<file path="src/rtl/rf_wb_ctrl.sv">
// Register-file writeback controller: merges the pipeline writeback port with a
// 2-entry in-order FIFO of auxiliary writes. Pipeline writes have priority over FIFO drains.
module rf_wb_ctrl (
  input  logic        clk,
  input  logic        rst,
  input  logic        pipe_valid,
  input  logic [4:0]  pipe_wa,
  input  logic [31:0] pipe_din,
  input  logic        aux_valid,
  output logic        aux_ready,
  input  logic [4:0]  aux_wa,
  input  logic [31:0] aux_din,
  output logic        RFWr,
  output logic [4:0]  wa,
  output logic [31:0] din,
  output logic [31:0] busy_mask,
  output logic        stall_req,
  output logic [1:0]  fifo_cnt,
  output logic        conflict_err
);

  typedef struct packed {
    logic [4:0]  wa;
    logic [31:0] din;
  } wb_req_t;

  wb_req_t    fifo_q [2];
  wb_req_t    win;
  logic       push;
  logic       pop;
  logic       win_valid;
  logic       wr_idx;
  logic [1:0] cnt_nxt;
  logic [2:0] age;

  assign aux_ready = (fifo_cnt != 2'd2);
  assign push      = aux_valid && aux_ready;
  assign pop       = !pipe_valid && (fifo_cnt != 2'd0);
  assign win_valid = pipe_valid || pop;
  assign win       = pipe_valid ? wb_req_t'{wa: pipe_wa, din: pipe_din} : fifo_q[0];
  // With a same-cycle pop the tail slides down one slot before the new entry lands.
  assign wr_idx    = (fifo_cnt == 2'd1) && !pop;

  // NOTE: every output of a combinational block gets a default first, so no path leaves it unassigned and no latch is inferred.
  always_comb begin
    cnt_nxt = fifo_cnt;
    if (push && !pop)
      cnt_nxt = fifo_cnt + 2'd1;
    else if (pop && !push)
      cnt_nxt = fifo_cnt - 2'd1;
  end

  always_comb begin
    busy_mask = '0;
    if (fifo_cnt != 2'd0)
      busy_mask[fifo_q[0].wa] = 1'b1;
    if (fifo_cnt == 2'd2)
      busy_mask[fifo_q[1].wa] = 1'b1;
    busy_mask[0] = 1'b0;
  end

  // NOTE: sequential state uses non-blocking assignments so every register samples pre-edge values regardless of statement order.
  always_ff @(posedge clk or posedge rst) begin
    if (rst) begin
      RFWr         <= 1'b0;
      wa           <= '0;
      din          <= '0;
      fifo_cnt     <= '0;
      age          <= '0;
      stall_req    <= 1'b0;
      conflict_err <= 1'b0;
    end else begin
      RFWr     <= win_valid && (win.wa != 5'd0);
      if (win_valid) begin
        wa  <= win.wa;
        din <= win.din;
      end
      fifo_cnt <= cnt_nxt;
      if (pop || fifo_cnt == 2'd0)
        age <= '0;
      else if (age != 3'd7)
        age <= age + 3'd1;
      stall_req <= (fifo_cnt == 2'd2) || (age >= 3'd4);
      if (pipe_valid && stall_req)
        conflict_err <= 1'b1;
    end
  end

  // NOTE: FIFO storage is deliberately not reset; fifo_cnt alone decides which slots are valid.
  always_ff @(posedge clk) begin
    if (pop)
      fifo_q[0] <= fifo_q[1];
    if (push)
      fifo_q[wr_idx] <= wb_req_t'{wa: aux_wa, din: aux_din};
  end

endmodule

</file>
<file path="config.mk">
export PLATFORM = sky130hd
export DESIGN_NAME = rf_wb_ctrl
export DESIGN_NICKNAME = d
export VERILOG_FILES = /design/src/rtl/rf_wb_ctrl.sv
export SDC_FILE = /design/constraint.sdc
export NUM_CORES = 1
export LEC_CHECK = 0
export ABC_AREA = 1
export CAP_MARGIN = 15
export CORE_MARGIN = 1.5
export CORE_UTILIZATION = 53
export CTS_BUF_LIST = sky130_fd_sc_hd__clkbuf_4
export CTS_CLUSTER_DIAMETER = 120
export DETAILED_ROUTE_END_ITERATION = 12
export HOLD_SLACK_MARGIN = 0.03
export PLACE_DENSITY = 0.95
export SYNTH_ARGS = -nofsm -noshare
export SYNTH_HDL_FRONTEND = slang
export SYNTH_SLANG_ARGS = --single-unit
</file>
<file path="constraint.sdc">
create_clock -name clk -period 6.53 [get_ports clk]
set_clock_uncertainty 0.1 [all_clocks]
set_input_delay 0.9795 -clock clk [delete_from_list [all_inputs] [get_ports clk]]
set_output_delay 0.9795 -clock clk [all_outputs]
set_load 0.01 [all_outputs]
</file>
==> tab_implementation.tex, run 1 <==
% Generated from flow reports
\begin{tabular}{lr}
\hline
Metric & Value \\
\hline
\multicolumn{2}{l}{\textbf{Outcome}} \\
\quad Run status & complete, no violations \\
\multicolumn{2}{l}{\textbf{Final timing}} \\
\quad Max Clock Freq & 263.2 MHz \\
\quad Final worst-path setup slack & 2.731 ns \\
\quad Final number of hold-violating endpoints & 0 \\
\quad Minimum hold slack & 0.3464 ns \\
\multicolumn{2}{l}{\textbf{Placed design}} \\
\quad Detailed placement HPWL & 9887 µm \\
\quad Number of cells after detailed placement & 801 \\
\quad Number of I/O port buffers & 151 \\
\multicolumn{2}{l}{\textbf{Finish}} \\
\quad Final-layout fill cell count & 650 \\
\quad Largest reg by FF count & fifo\_q \\
\multicolumn{2}{l}{\textbf{Drt}} \\
\quad Met2 WL & 6857 µm \\
\quad DRT Pass-1 Iters & 5 \\
\multicolumn{2}{l}{\textbf{Hold path}} \\
\quad Endpoint of the worst hold-timing path & din[21] \\
\multicolumn{2}{l}{\textbf{Setup path}} \\
\quad Number of buffers and inverters on the critical path & 2 \\
\quad Cell with the largest stage delay on the worst path & clkdlybuf4s50\_1 \\
\multicolumn{2}{l}{\textbf{Clocking}} \\
\quad CTS sink count & 119 \\
\quad Clock tree from TritonCTS & done \\
\multicolumn{2}{l}{\textbf{Synth}} \\
\quad Synth Area in Compound Gates & 4.745\% \\
\quad Largest family of logic cells by area & simple AND/OR/NAND/NOR gates \\
\quad FF+latch count, synth & 119 \\
\multicolumn{2}{l}{\textbf{Global route}} \\
\quad Number of global-route vias before repair & 4280 \\
\hline
\end{tabular}
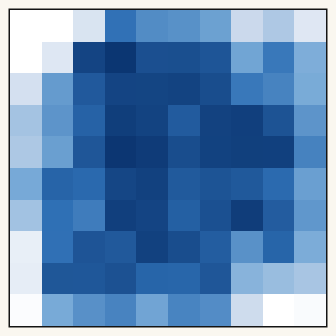
**Above:** run 1 (placement density heat map).
The die is cut into 10 by 10 equal tiles; white is low, dark blue is high, 0 to 100% covered.
tiles over 75% full: 50%
nearly empty tiles: 5.0%
emptiest ninth of the die: north-west
densest ninth of the die: center
mean over tiles: 65%
fullest tile: 98%

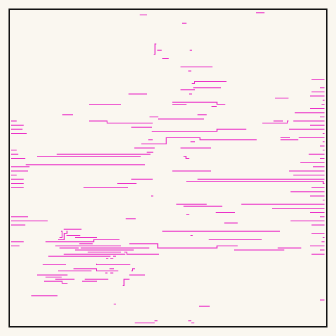
**Above:** run 1 (the metal 3 layer).
wire length on this layer: 1220 µm
nets with wire on the layer: 119
longest straight run: 44.6 µm
share of all routed wire: 9.1%
main direction: horizontal
via count: 4471
met3 layer usage reported by global route: 6.855%
wire length after detailed routing: 13400 µm

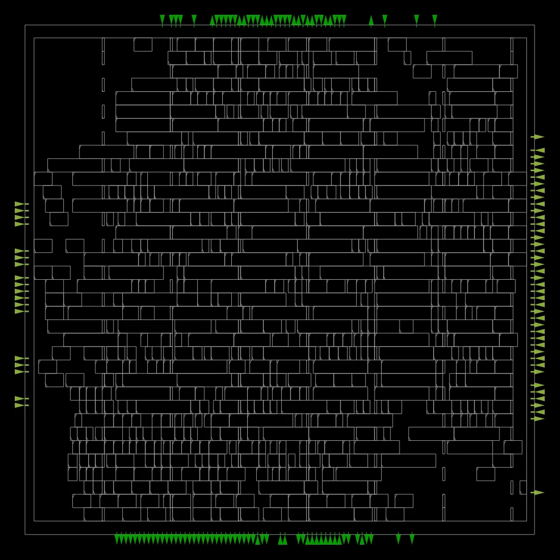
**Above:** run 1 (placement view).
tap cell instance count: 133
final cell count without fillers: 834
fraction of the core area covered by cells at the end of the flow: 72.85%
standard-cell row count: 36

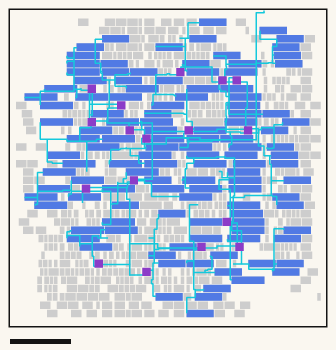
**Above:** run 1 (clock network drawn from the DEF).
Bar = 20 µm.
[cells driving clock nets] purple | count: 17
[clock wires] cyan | length: 1290 µm
[flip-flops] blue | count: 119
routed clock nets: 18
flops lie: all over the die

**Run 1: ports around the boundary**

Pins as bars across the die edge, other pins in gray.
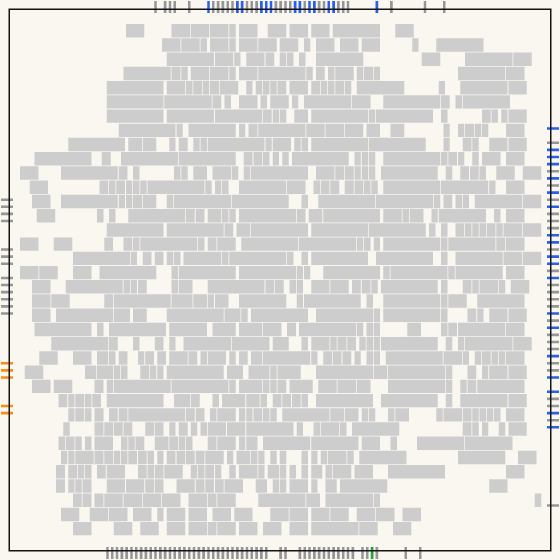

==> run 2: changes to the inputs <==
Settings changed: CORE_UTILIZATION 53 to 45, PLACE_DENSITY 0.95 to 0.91.
Clock period 6.53 ns to 3.2 ns, I/O delays scaled along.
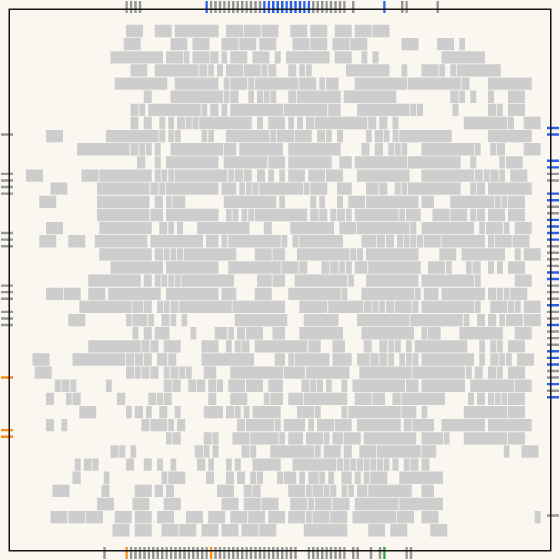
**Above:** run 2 (ports around the boundary).
Pins as bars across the die edge, other pins in gray.
| port | color | pins | direction | edge |
|---|---|---|---|---|
| `din` | blue | 32 | output | 19 east, 13 north |
| `stall_req` | green | 1 | output | south |
| `aux_wa` | orange | 5 | input | 3 west, 2 south |

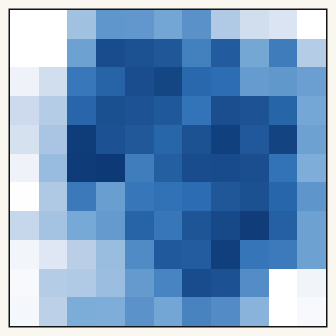
**Above:** run 2 (placement density heat map).
The die is cut into 11 by 11 equal tiles; white is low, dark blue is high, 0 to 100% covered.
mean over tiles: 57%
emptiest ninth of the die: south-west
tiles over 75% full: 36%
nearly empty tiles: 6.6%

==> tab_implementation.tex, run 2 <==
% Generated from flow reports
\begin{tabular}{lr}
\hline
Metric & Value \\
\hline
\multicolumn{2}{l}{\textbf{Outcome}} \\
\quad Run status & complete, no violations \\
\multicolumn{2}{l}{\textbf{Clocking}} \\
\quad Clock-pin slew reported for the worst setup and hold paths after clock tree synthesis & 0.14 ns \\
\quad CTS sink count & 119 (unchanged) \\
\quad Clock tree from TritonCTS & done \\
\multicolumn{2}{l}{\textbf{Synth}} \\
\quad Synth Area in Compound Gates & 4.745\% (unchanged) \\
\quad Mean Syn Cell Area & 9.900 µm² \\
\quad Cells after Synth & 538 \\
\quad FF+latch count, synth & 119 (unchanged) \\
\quad Synth area leader & edfxtp\_1 \\
\quad Largest family of logic cells by area & simple AND/OR/NAND/NOR gates \\
\multicolumn{2}{l}{\textbf{Placed design}} \\
\quad Number of cells after detailed placement & 813 (+1.5\%) \\
\quad Detailed placement HPWL & 10150 µm (+2.7\%) \\
\quad Number of I/O port buffers & 151 (unchanged) \\
\multicolumn{2}{l}{\textbf{Final timing}} \\
\quad Final worst-path setup slack & 0.1593 ns (-2.572 ns) \\
\quad Max Clock Freq & 328.9 MHz \\
\quad Minimum hold slack & 0.3624 ns (+0.01600 ns) \\
\quad Final number of hold-violating endpoints & 0 (unchanged) \\
\multicolumn{2}{l}{\textbf{Setup path}} \\
\quad Number of buffers and inverters on the critical path & 2 (unchanged) \\
\quad Cell with the largest stage delay on the worst path & clkdlybuf4s50\_1 \\
\multicolumn{2}{l}{\textbf{Drt}} \\
\quad Met2 WL & 7115 µm (+3.8\%) \\
\quad DRT Pass-1 Iters & 5 (unchanged) \\
\multicolumn{2}{l}{\textbf{Global route}} \\
\quad Number of global-route vias before repair & 4494 (+5.0\%) \\
\quad Antenna violations before repair & 2 \\
\multicolumn{2}{l}{\textbf{Finish}} \\
\quad Fraction of the core area covered by cells at the end of the flow & 63.67\% (-9.2 points) \\
\quad Number of multi-input logic gates & 375 \\
\quad Final-layout fill cell count & 873 (+34\%) \\
\quad Final cell count without fillers & 846 (+1.4\%) \\
\quad Flip-flop count of the largest register, all copies and words added & 74 \\
\multicolumn{2}{l}{\textbf{Floorplanning}} \\
\quad Standard-cell row count & 39 (+8.3\%) \\
\quad Tap cell instance count & 143 (+7.5\%) \\
\quad Number of ports placed on the die boundary & 153 \\
\multicolumn{2}{l}{\textbf{Hold path}} \\
\quad Endpoint of the worst hold-timing path & din[10] \\
\hline
\end{tabular}
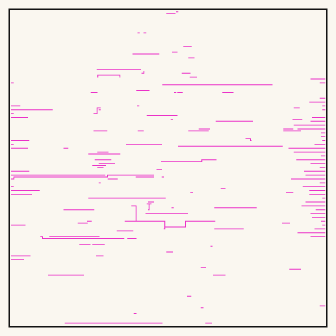
**Above:** run 2 (the metal 3 layer).
share of all routed wire: 6.4%
main direction: horizontal
via count: 4451
wire length after detailed routing: 14010 µm

**Run 2: clock network drawn from the DEF**

Bar = 20 µm.
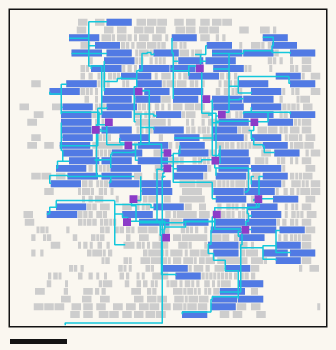

==> run 3: changes to the inputs <==
Settings changed: CORE_UTILIZATION 45 to 55, DONT_BUFFER_PORTS set to 1, PLACE_DENSITY 0.91 to 0.85.
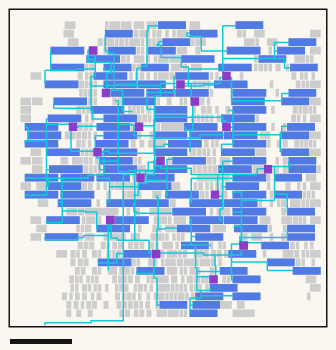
**Above:** run 3 (clock network drawn from the DEF).
Bar = 20 µm.
[cells driving clock nets] purple | count: 17
[flip-flops] blue | count: 119
[clock wires] cyan | length: 1490 µm
routed clock nets: 18
flops lie: all over the die

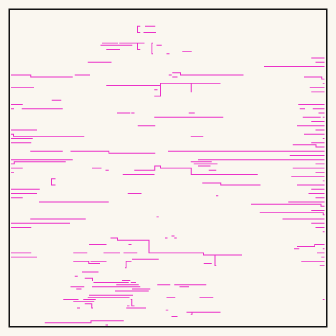
**Above:** run 3 (the metal 3 layer).
wire length on this layer: 1170 µm
main direction: horizontal
longest straight run: 49.9 µm
share of all routed wire: 8.8%
nets with wire on the layer: 116

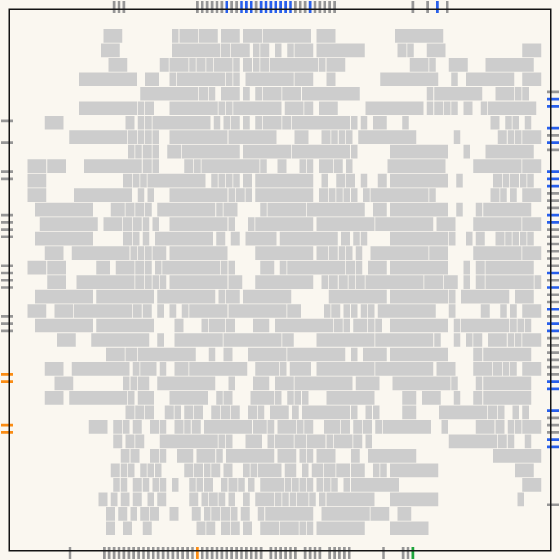
**Above:** run 3 (ports around the boundary).
Pins as bars across the die edge, other pins in gray.
| port | color | pins | direction | edge |
|---|---|---|---|---|
| `aux_wa` | orange | 5 | input | 4 west, 1 south |
| `stall_req` | green | 1 | output | south |
| `din` | blue | 32 | output | 19 east, 13 north |
all pins by edge: 53 south, 45 east, 36 north, 19 west
number of I/O port buffers: 0
vertical die size: 101.4 µm
width of the die: 101.4 µm

==> tab_implementation.tex, run 3 <==
% Generated from flow reports
\begin{tabular}{lr}
\hline
Metric & Value \\
\hline
\multicolumn{2}{l}{\textbf{Synth}} \\
\quad Synth Area in Compound Gates & 4.745\% (unchanged) \\
\quad FF+latch count, synth & 119 (unchanged) \\
\quad Largest family of logic cells by area & simple AND/OR/NAND/NOR gates \\
\quad Mean Syn Cell Area & 9.900 µm² (unchanged) \\
\quad Cells after Synth & 538 (unchanged) \\
\multicolumn{2}{l}{\textbf{Clocking}} \\
\quad CTS sink count & 119 (unchanged) \\
\quad Clock-pin slew reported for the worst setup and hold paths after clock tree synthesis & 0.11 ns (-0.03 ns) \\
\quad Clock tree from TritonCTS & done \\
\multicolumn{2}{l}{\textbf{Placed design}} \\
\quad Detailed placement HPWL & 8487 µm (-16\%) \\
\quad Number of cells after detailed placement & 648 (-20\%) \\
\multicolumn{2}{l}{\textbf{Drt}} \\
\quad DRT Pass-1 Iters & 5 (unchanged) \\
\quad Wire length after detailed routing & 13350 µm (-4.7\%) \\
\quad Met2 WL & 6523 µm (-8.3\%) \\
\multicolumn{2}{l}{\textbf{Final timing}} \\
\quad Final worst-path setup slack & 0.1503 ns (-0.008997 ns) \\
\quad Minimum hold slack & 0.05356 ns (-0.3088 ns) \\
\quad Max Clock Freq & 327.9 MHz (-0.30\%) \\
\quad Setup total negative slack & 0 ns \\
\quad Final number of hold-violating endpoints & 0 (unchanged) \\
\multicolumn{2}{l}{\textbf{Power and ir drop}} \\
\quad Power of the combinational group & 1.44 mW \\
\multicolumn{2}{l}{\textbf{Setup path}} \\
\quad Number of buffers and inverters on the critical path & 1 (-1) \\
\quad Cell with the largest stage delay on the worst path & o21ai\_0 \\
\multicolumn{2}{l}{\textbf{Finish}} \\
\quad Flip-flop count of the largest register, all copies and words added & 74 (unchanged) \\
\quad Fraction of the core area covered by cells at the end of the flow & 68.89\% (+5.2 points) \\
\quad Final cell count without fillers & 756 (-11\%) \\
\quad Non-clock inverter instance count of the final layout & 21 \\
\quad Number of multi-input logic gates & 375 (unchanged) \\
\multicolumn{2}{l}{\textbf{Hold path}} \\
\quad Endpoint of the worst hold-timing path & fifo\_q[0][11] \\
\multicolumn{2}{l}{\textbf{Floorplanning}} \\
\quad Standard-cell row count & 35 (-10\%) \\
\quad Tap cell instance count & 129 (-9.8\%) \\
\quad Number of ports placed on the die boundary & 153 (unchanged) \\
\multicolumn{2}{l}{\textbf{Global route}} \\
\quad Antenna violations before repair & 0 (-2) \\
\multicolumn{2}{l}{\textbf{Outcome}} \\
\quad Run status & complete, no violations \\
\hline
\end{tabular}
Power figures rest on the tool's default switching activity, not on a simulated workload.
